===== config.mk =====
export PLATFORM = sky130hd
export DESIGN_NAME = pipe_stall_ctrl_flat
export DESIGN_NICKNAME = d
export VERILOG_FILES = /design/src/rtl/pipe_stall_ctrl_pkg.sv /design/src/rtl/pipe_stall_ctrl_if.sv /design/src/rtl/pipe_stall_ctrl_hazard_detect.sv /design/src/rtl/pipe_stall_ctrl.sv /design/src/flat_wrapper.sv
export SDC_FILE = /design/constraint.sdc
export NUM_CORES = 1
export LEC_CHECK = 0
export ABC_AREA = 1
export CAP_MARGIN = 5
export CORE_AREA = 2 2 46 48
export DETAILED_ROUTE_END_ITERATION = 10
export DIE_AREA = 0 0 48 50
export HOLD_SLACK_MARGIN = 0.06
export PLACE_DENSITY = 0.71
export SLEW_MARGIN = 10
export SYNTH_ARGS = -nofsm -noshare
export SYNTH_HDL_FRONTEND = slang
export SYNTH_SLANG_ARGS = --single-unit
export TNS_END_PERCENT = 20

===== constraint.sdc =====
create_clock -name clk -period 1.6 [get_ports clk]
set_input_delay 0.32 -clock clk [delete_from_list [all_inputs] [get_ports clk]]
set_output_delay 0.32 -clock clk [all_outputs]
set_load 0.1 [all_outputs]

===== src/rtl/pipe_stall_ctrl_pkg.sv =====
// Shared types for the pipeline stall sequencer: FSM state encoding,
// the zero-register constant and the per-stage enable/flush bundle.
package pipe_pkg;

  typedef enum logic [1:0] {
    RUN      = 2'd0,
    MEM_WAIT = 2'd1,
    ERR      = 2'd2
  } state_e;

  localparam logic [4:0] REG_ZERO = 5'd0;

  typedef struct packed {
    logic pc_we;
    logic ifid_we;
    logic idex_we;
    logic exmem_we;
    logic memwb_we;
    logic ifid_flush;
    logic idex_flush;
  } stage_ctrl_t;

endpackage


===== src/rtl/pipe_stall_ctrl_if.sv =====
// Pipeline-side view of the stall sequencer: hazard inputs, memory
// handshake and the enable/flush lines feeding the pipeline registers.
interface pipe_stall_ctrl_if;
  logic       IDEX_MemRead;
  logic [4:0] IDEX_Rt;
  logic [4:0] IFID_Rs;
  logic [4:0] IFID_Rt;
  logic       EX_BranchTaken;
  logic       EXMEM_MemRead;
  logic       EXMEM_MemWrite;
  logic       dmem_ack;
  logic       PC_WriteEn;
  logic       IFID_WriteEn;
  logic       IDEX_WriteEn;
  logic       EXMEM_WriteEn;
  logic       MEMWB_WriteEn;
  logic       IFID_Flush;
  logic       IDEX_Flush;
  logic       dmem_req;
  logic       mem_err;

  // Pipeline / memory side
  modport master (
    output IDEX_MemRead, IDEX_Rt, IFID_Rs, IFID_Rt, EX_BranchTaken,
           EXMEM_MemRead, EXMEM_MemWrite, dmem_ack,
    input  PC_WriteEn, IFID_WriteEn, IDEX_WriteEn, EXMEM_WriteEn, MEMWB_WriteEn,
           IFID_Flush, IDEX_Flush, dmem_req, mem_err
  );

  // Stall controller side
  modport slave (
    input  IDEX_MemRead, IDEX_Rt, IFID_Rs, IFID_Rt, EX_BranchTaken,
           EXMEM_MemRead, EXMEM_MemWrite, dmem_ack,
    output PC_WriteEn, IFID_WriteEn, IDEX_WriteEn, EXMEM_WriteEn, MEMWB_WriteEn,
           IFID_Flush, IDEX_Flush, dmem_req, mem_err
  );
endinterface


===== src/rtl/pipe_stall_ctrl_hazard_detect.sv =====
// Combinational load-use detector: a load in EX whose destination is a
// source of the instruction in ID (register zero never creates a hazard).
module hazard_detect
  import pipe_pkg::*;
(
  input  logic       idex_memread_i,
  input  logic [4:0] idex_rt_i,
  input  logic [4:0] ifid_rs_i,
  input  logic [4:0] ifid_rt_i,
  output logic       load_use_o
);

  assign load_use_o = idex_memread_i && (idex_rt_i != REG_ZERO) &&
                      ((idex_rt_i == ifid_rs_i) || (idex_rt_i == ifid_rt_i));

endmodule


===== src/rtl/pipe_stall_ctrl.sv =====
// Hazard/stall sequencer for the 5-stage pipeline (Mealy FSM RUN/MEM_WAIT/ERR).
// Define PIPE_PERF_CNT_EN to add saturating stall/flush performance counters.
module pipe_stall_ctrl
  import pipe_pkg::*;
#(
  parameter int MEM_TIMEOUT = 64,
  parameter int CNT_W       = 16
) (
  input  logic                 clk,
  input  logic                 rst,
  pipe_stall_ctrl_if.slave     bus
`ifdef PIPE_PERF_CNT_EN
  ,
  output logic [CNT_W-1:0]     stall_cycles,
  output logic [CNT_W-1:0]     flush_events
`endif
);

  localparam logic [1:0] S_RUN      = RUN;
  localparam logic [1:0] S_MEM_WAIT = MEM_WAIT;
  localparam logic [1:0] S_ERR      = ERR;
  localparam int         WCNT_W     = $clog2(MEM_TIMEOUT + 1);

  logic [1:0]        state_q, state_d;
  logic [WCNT_W-1:0] wait_q, wait_d;
  logic              load_use;
  logic              mem_op;
  logic              req;
  stage_ctrl_t       ctrl;

  hazard_detect u_hazard_detect (
    .idex_memread_i (bus.IDEX_MemRead),
    .idex_rt_i      (bus.IDEX_Rt),
    .ifid_rs_i      (bus.IFID_Rs),
    .ifid_rt_i      (bus.IFID_Rt),
    .load_use_o     (load_use)
  );

  // Unfrozen pipeline: a taken branch squashes ID, so it overrides load-use.
  function automatic stage_ctrl_t run_ctrl(input logic branch, input logic lu);
    stage_ctrl_t c;
    c = '{pc_we: 1'b1, ifid_we: 1'b1, idex_we: 1'b1, exmem_we: 1'b1, memwb_we: 1'b1,
          ifid_flush: 1'b0, idex_flush: 1'b0};
    if (branch) begin
      c.ifid_flush = 1'b1;
      c.idex_flush = 1'b1;
    end else if (lu) begin
      c.pc_we      = 1'b0;
      c.ifid_we    = 1'b0;
      c.idex_flush = 1'b1;
    end
    return c;
  endfunction

  assign mem_op = bus.EXMEM_MemRead | bus.EXMEM_MemWrite;

  always_comb begin
    ctrl    = '0;
    req     = 1'b0;
    state_d = state_q;
    wait_d  = wait_q;
    if (!rst) begin
      case (state_q)
        S_RUN: begin
          req = mem_op;
          if (mem_op && !bus.dmem_ack) begin
            state_d = S_MEM_WAIT;
            wait_d  = WCNT_W'(1);
          end else begin
            ctrl = run_ctrl(bus.EX_BranchTaken, load_use);
          end
        end
        S_MEM_WAIT: begin
          req = 1'b1;
          if (bus.dmem_ack) begin
            // Frozen inputs are still valid, so hazards are evaluated on the ack cycle.
            ctrl    = run_ctrl(bus.EX_BranchTaken, load_use);
            state_d = S_RUN;
            wait_d  = '0;
          end else begin
            wait_d = wait_q + 1'b1;
            if (wait_q == WCNT_W'(MEM_TIMEOUT - 1)) state_d = S_ERR;
          end
        end
        S_ERR: ;
        default: state_d = S_RUN;
      endcase
    end
  end

  always_ff @(posedge clk) begin
    if (rst) begin
      state_q <= S_RUN;
      wait_q  <= '0;
    end else begin
      state_q <= state_d;
      wait_q  <= wait_d;
    end
  end

  assign bus.PC_WriteEn    = ctrl.pc_we;
  assign bus.IFID_WriteEn  = ctrl.ifid_we;
  assign bus.IDEX_WriteEn  = ctrl.idex_we;
  assign bus.EXMEM_WriteEn = ctrl.exmem_we;
  assign bus.MEMWB_WriteEn = ctrl.memwb_we;
  assign bus.IFID_Flush    = ctrl.ifid_flush;
  assign bus.IDEX_Flush    = ctrl.idex_flush;
  assign bus.dmem_req      = req;
  assign bus.mem_err       = (state_q == S_ERR) && !rst;

`ifdef PIPE_PERF_CNT_EN
  logic [CNT_W-1:0] stall_q, flush_q;

  always_ff @(posedge clk) begin
    if (rst) begin
      stall_q <= '0;
      flush_q <= '0;
    end else begin
      if (!ctrl.pc_we && (state_q != S_ERR) && (stall_q != '1))
        stall_q <= stall_q + 1'b1;
      if ((ctrl.ifid_flush || ctrl.idex_flush) && (flush_q != '1))
        flush_q <= flush_q + 1'b1;
    end
  end

  assign stall_cycles = rst ? '0 : stall_q;
  assign flush_events = rst ? '0 : flush_q;
`endif

endmodule


===== src/flat_wrapper.sv =====
// flat-port wrapper written by rule: the top's interface ports become plain ports
module pipe_stall_ctrl_flat import pipe_pkg::*;
#(
  parameter int MEM_TIMEOUT = 64,
  parameter int CNT_W       = 16
)
  (clk, rst, bus_IDEX_MemRead, bus_IDEX_Rt, bus_IFID_Rs, bus_IFID_Rt, bus_EX_BranchTaken, bus_EXMEM_MemRead, bus_EXMEM_MemWrite, bus_dmem_ack, bus_PC_WriteEn, bus_IFID_WriteEn, bus_IDEX_WriteEn, bus_EXMEM_WriteEn, bus_MEMWB_WriteEn, bus_IFID_Flush, bus_IDEX_Flush, bus_dmem_req, bus_mem_err);
  pipe_stall_ctrl_if bus_i ();
  input  logic clk;
  input  logic rst;
  input wire logic [$bits(bus_i.IDEX_MemRead)-1:0] bus_IDEX_MemRead;
  input wire logic [$bits(bus_i.IDEX_Rt)-1:0] bus_IDEX_Rt;
  input wire logic [$bits(bus_i.IFID_Rs)-1:0] bus_IFID_Rs;
  input wire logic [$bits(bus_i.IFID_Rt)-1:0] bus_IFID_Rt;
  input wire logic [$bits(bus_i.EX_BranchTaken)-1:0] bus_EX_BranchTaken;
  input wire logic [$bits(bus_i.EXMEM_MemRead)-1:0] bus_EXMEM_MemRead;
  input wire logic [$bits(bus_i.EXMEM_MemWrite)-1:0] bus_EXMEM_MemWrite;
  input wire logic [$bits(bus_i.dmem_ack)-1:0] bus_dmem_ack;
  output wire logic [$bits(bus_i.PC_WriteEn)-1:0] bus_PC_WriteEn;
  output wire logic [$bits(bus_i.IFID_WriteEn)-1:0] bus_IFID_WriteEn;
  output wire logic [$bits(bus_i.IDEX_WriteEn)-1:0] bus_IDEX_WriteEn;
  output wire logic [$bits(bus_i.EXMEM_WriteEn)-1:0] bus_EXMEM_WriteEn;
  output wire logic [$bits(bus_i.MEMWB_WriteEn)-1:0] bus_MEMWB_WriteEn;
  output wire logic [$bits(bus_i.IFID_Flush)-1:0] bus_IFID_Flush;
  output wire logic [$bits(bus_i.IDEX_Flush)-1:0] bus_IDEX_Flush;
  output wire logic [$bits(bus_i.dmem_req)-1:0] bus_dmem_req;
  output wire logic [$bits(bus_i.mem_err)-1:0] bus_mem_err;
  assign bus_i.IDEX_MemRead = bus_IDEX_MemRead;
  assign bus_i.IDEX_Rt = bus_IDEX_Rt;
  assign bus_i.IFID_Rs = bus_IFID_Rs;
  assign bus_i.IFID_Rt = bus_IFID_Rt;
  assign bus_i.EX_BranchTaken = bus_EX_BranchTaken;
  assign bus_i.EXMEM_MemRead = bus_EXMEM_MemRead;
  assign bus_i.EXMEM_MemWrite = bus_EXMEM_MemWrite;
  assign bus_i.dmem_ack = bus_dmem_ack;
  assign bus_PC_WriteEn = bus_i.PC_WriteEn;
  assign bus_IFID_WriteEn = bus_i.IFID_WriteEn;
  assign bus_IDEX_WriteEn = bus_i.IDEX_WriteEn;
  assign bus_EXMEM_WriteEn = bus_i.EXMEM_WriteEn;
  assign bus_MEMWB_WriteEn = bus_i.MEMWB_WriteEn;
  assign bus_IFID_Flush = bus_i.IFID_Flush;
  assign bus_IDEX_Flush = bus_i.IDEX_Flush;
  assign bus_dmem_req = bus_i.dmem_req;
  assign bus_mem_err = bus_i.mem_err;
  pipe_stall_ctrl #(.MEM_TIMEOUT(MEM_TIMEOUT), .CNT_W(CNT_W)) u_core (.clk(clk), .rst(rst), .bus(bus_i));
endmodule

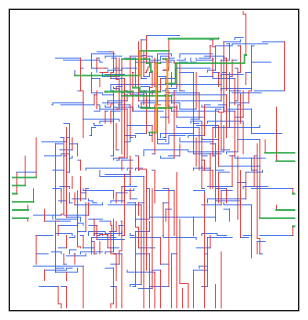
**Above:** signal wires by layer.
(6 px per um)
Blue shows met1, wire length 803 um. Green shows met3, wire length 107 um. Orange shows met4, wire length 23.8 um. Red shows met2, wire length 1,100 um.

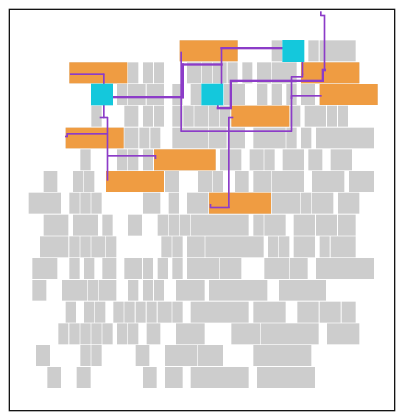
**Above:** routed clock nets over the placement.
(8 px per um)
Cyan shows cells driving clock nets, count 3. Orange shows flip-flops, count 9. Purple shows clock wires, length 149 um.
There are 4 routed clock nets.

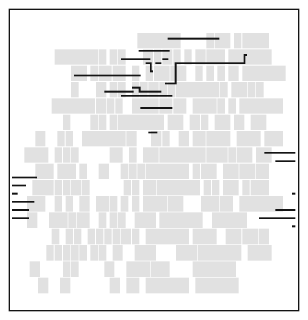
**Above:** signal wires on met3.
(6 px per um) Cells faint in the background.
The layer holds 5.3% of the routed length. The longest straight run is 11.5 um. The wires run mostly horizontal. The layer carries 107 um of wire. 20 nets have wire on it.

==> results.toml <==
# yosys + openroad results
[run_status]
outcome = "complete, but fails checks"
violations = "negative setup slack"

[critical_path]
crit_path_start = "bus_IFID_Rs[4]"
crit_buf_inv = 3
cpMostUsedCell = "nand2_2"
path_cells = "clkdlybuf4s15_2, inv_1, nand2_1, nand2_1, nor2_1, nand3_1, nand2_2, nand2_2, nand2_2, nand2_8, buf_12"
crit_type = "input pin to primary output"
crit_path_end_kind = "primary output"
slowest_delay_ps = 190
cp.depth = 11

[sta]
rsz0062_at_grt = "true"
slew_viol_final = 0
tightest_slew_ps = 328
setup_viol = 7
worst_slack_ps = -48.6
fin_setup_tns_ps = -163

[worst_hold_path]
whs_path_depth = 2

[detailed_routing]
vias = 953
totalWireLength_um = 2040
first_iter_violations = 39

[clock_tree]
root_buffer = "clkbuf_4"
postCtsSetupBuffers = 5
numCtsBuffers = 3
cts_sinks = 9
htree_num_levels = 1

[floorplan]
rows = 16
die_y_um = 50
pin_count = 31
die-width_um = 48

[global_routing]
grt_pass1_wl_um = 3410
busiest_layer = "met2"
antenna_found_initial = 0
grt_max_degree = 10

[final_layout]
clkCellAreaFrac_pct = 2.00
nClkBuffers = 4
drive_gt1_share_pct = 38.5
comb_area_share_pct = 39.8

[synth]
ys_cells = 135
synthesis.nets = 158
ys_warn_count = 0
syn_area_um2 = 754
ys_seq_share_pct = 23.9
netlist_instances = 135
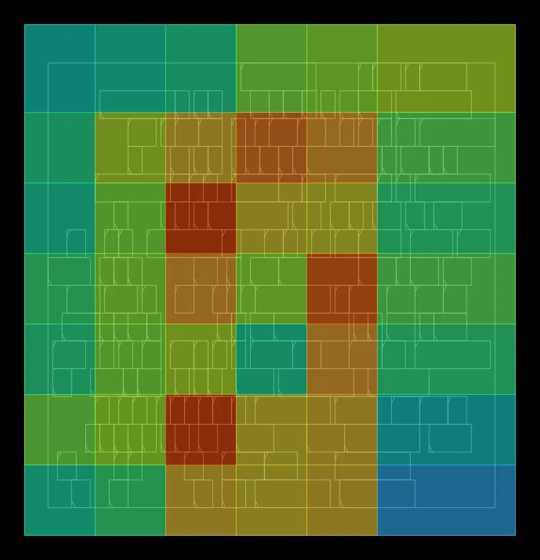
**Above:** routing congestion.
GRT Util Overall: 19.3%
fin util: 69.0%
met2 Usage GRT: 35.1%
met1 GRT Util: 20.5%
DR WL/cell: 9.88 um

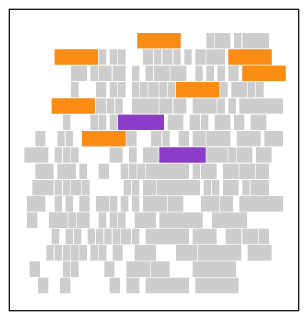
**Above:** sequential cells grouped by signal name.
(6 px per um) Other cells in grey.
Purple shows u_core.state_q, placed flops 2. Orange shows u_core.wait_q, placed flops 7.

-- worst min-delay path by stage --
stage | to | slack, ps
finish | u_core.wait_q[1]$_SDFFE_PP0P_ | 490
global route | u_core.state_q[0]$_SDFFE_PP0P_ | 520
CTS | u_core.wait_q[1]$_SDFFE_PP0P_ | 490
detailed placement | u_core.wait_q[1]$_SDFFE_PP0P_ | 480
global placement | u_core.wait_q[1]$_SDFFE_PP0P_ | 460
floorplan | u_core.state_q[0]$_SDFFE_PP0P_ | 390
-- power by group --
| group | switching [mW] | total (mW) | internal, mW |
|---|---|---|---|
| combinational | 0.307 | 0.496 | 0.189 |
| sequential | 0.00625 | 0.241 | 0.234 |
| clock | 0.0861 | 0.182 | 0.0963 |
-- state kept, by name, summed over array words and instances, names as in the netlist --
signal,flops
u_core.wait_q,7
u_core.state_q,2
-- logic make-up after synthesis --
group,synth area share (%)
flip-flops,23.9
XOR/XNOR,2.32
buffers and inverters,17.4
adder cells (fa/ha/maj),1.66
AND-OR/OR-AND,11.9
AND/OR/NAND/NOR,42.8
-- metrics by stage --
step | total power, mW | hold WS (ps)
2_1_floorplan | 0.554 | 389
3_3_place_gp | 0.726 | 463
6_report | 0.919 | 490
3_5_place_dp | 0.733 | 482
5_1_grt | 0.961 | 517
4_1_cts | 0.919 | 491
-- per-layer routing --
layer  routed length [um]  up-vias
li1                     -      497
met5                    0        -
met1                  802      415
met4                   23        0
met3                  106        6
met2                 1100       35
-- synthesized netlist by cell type, drive strengths merged --
cell	number	area [um^2]
a211oi	1	7.51
a21oi	9	45.0
a31oi	1	6.26
buf	3	22.5
dfxtp	9	180
ha	1	12.5
inv	29	109
nand2	47	191
nand3	5	25.0
nand4	3	18.8
nor2	18	72.6
nor3	3	15.0
o21ai	3	18.8
o31ai	1	12.5
xnor2	2	17.5
Power figures rest on the tool's default switching activity, not on a simulated workload.
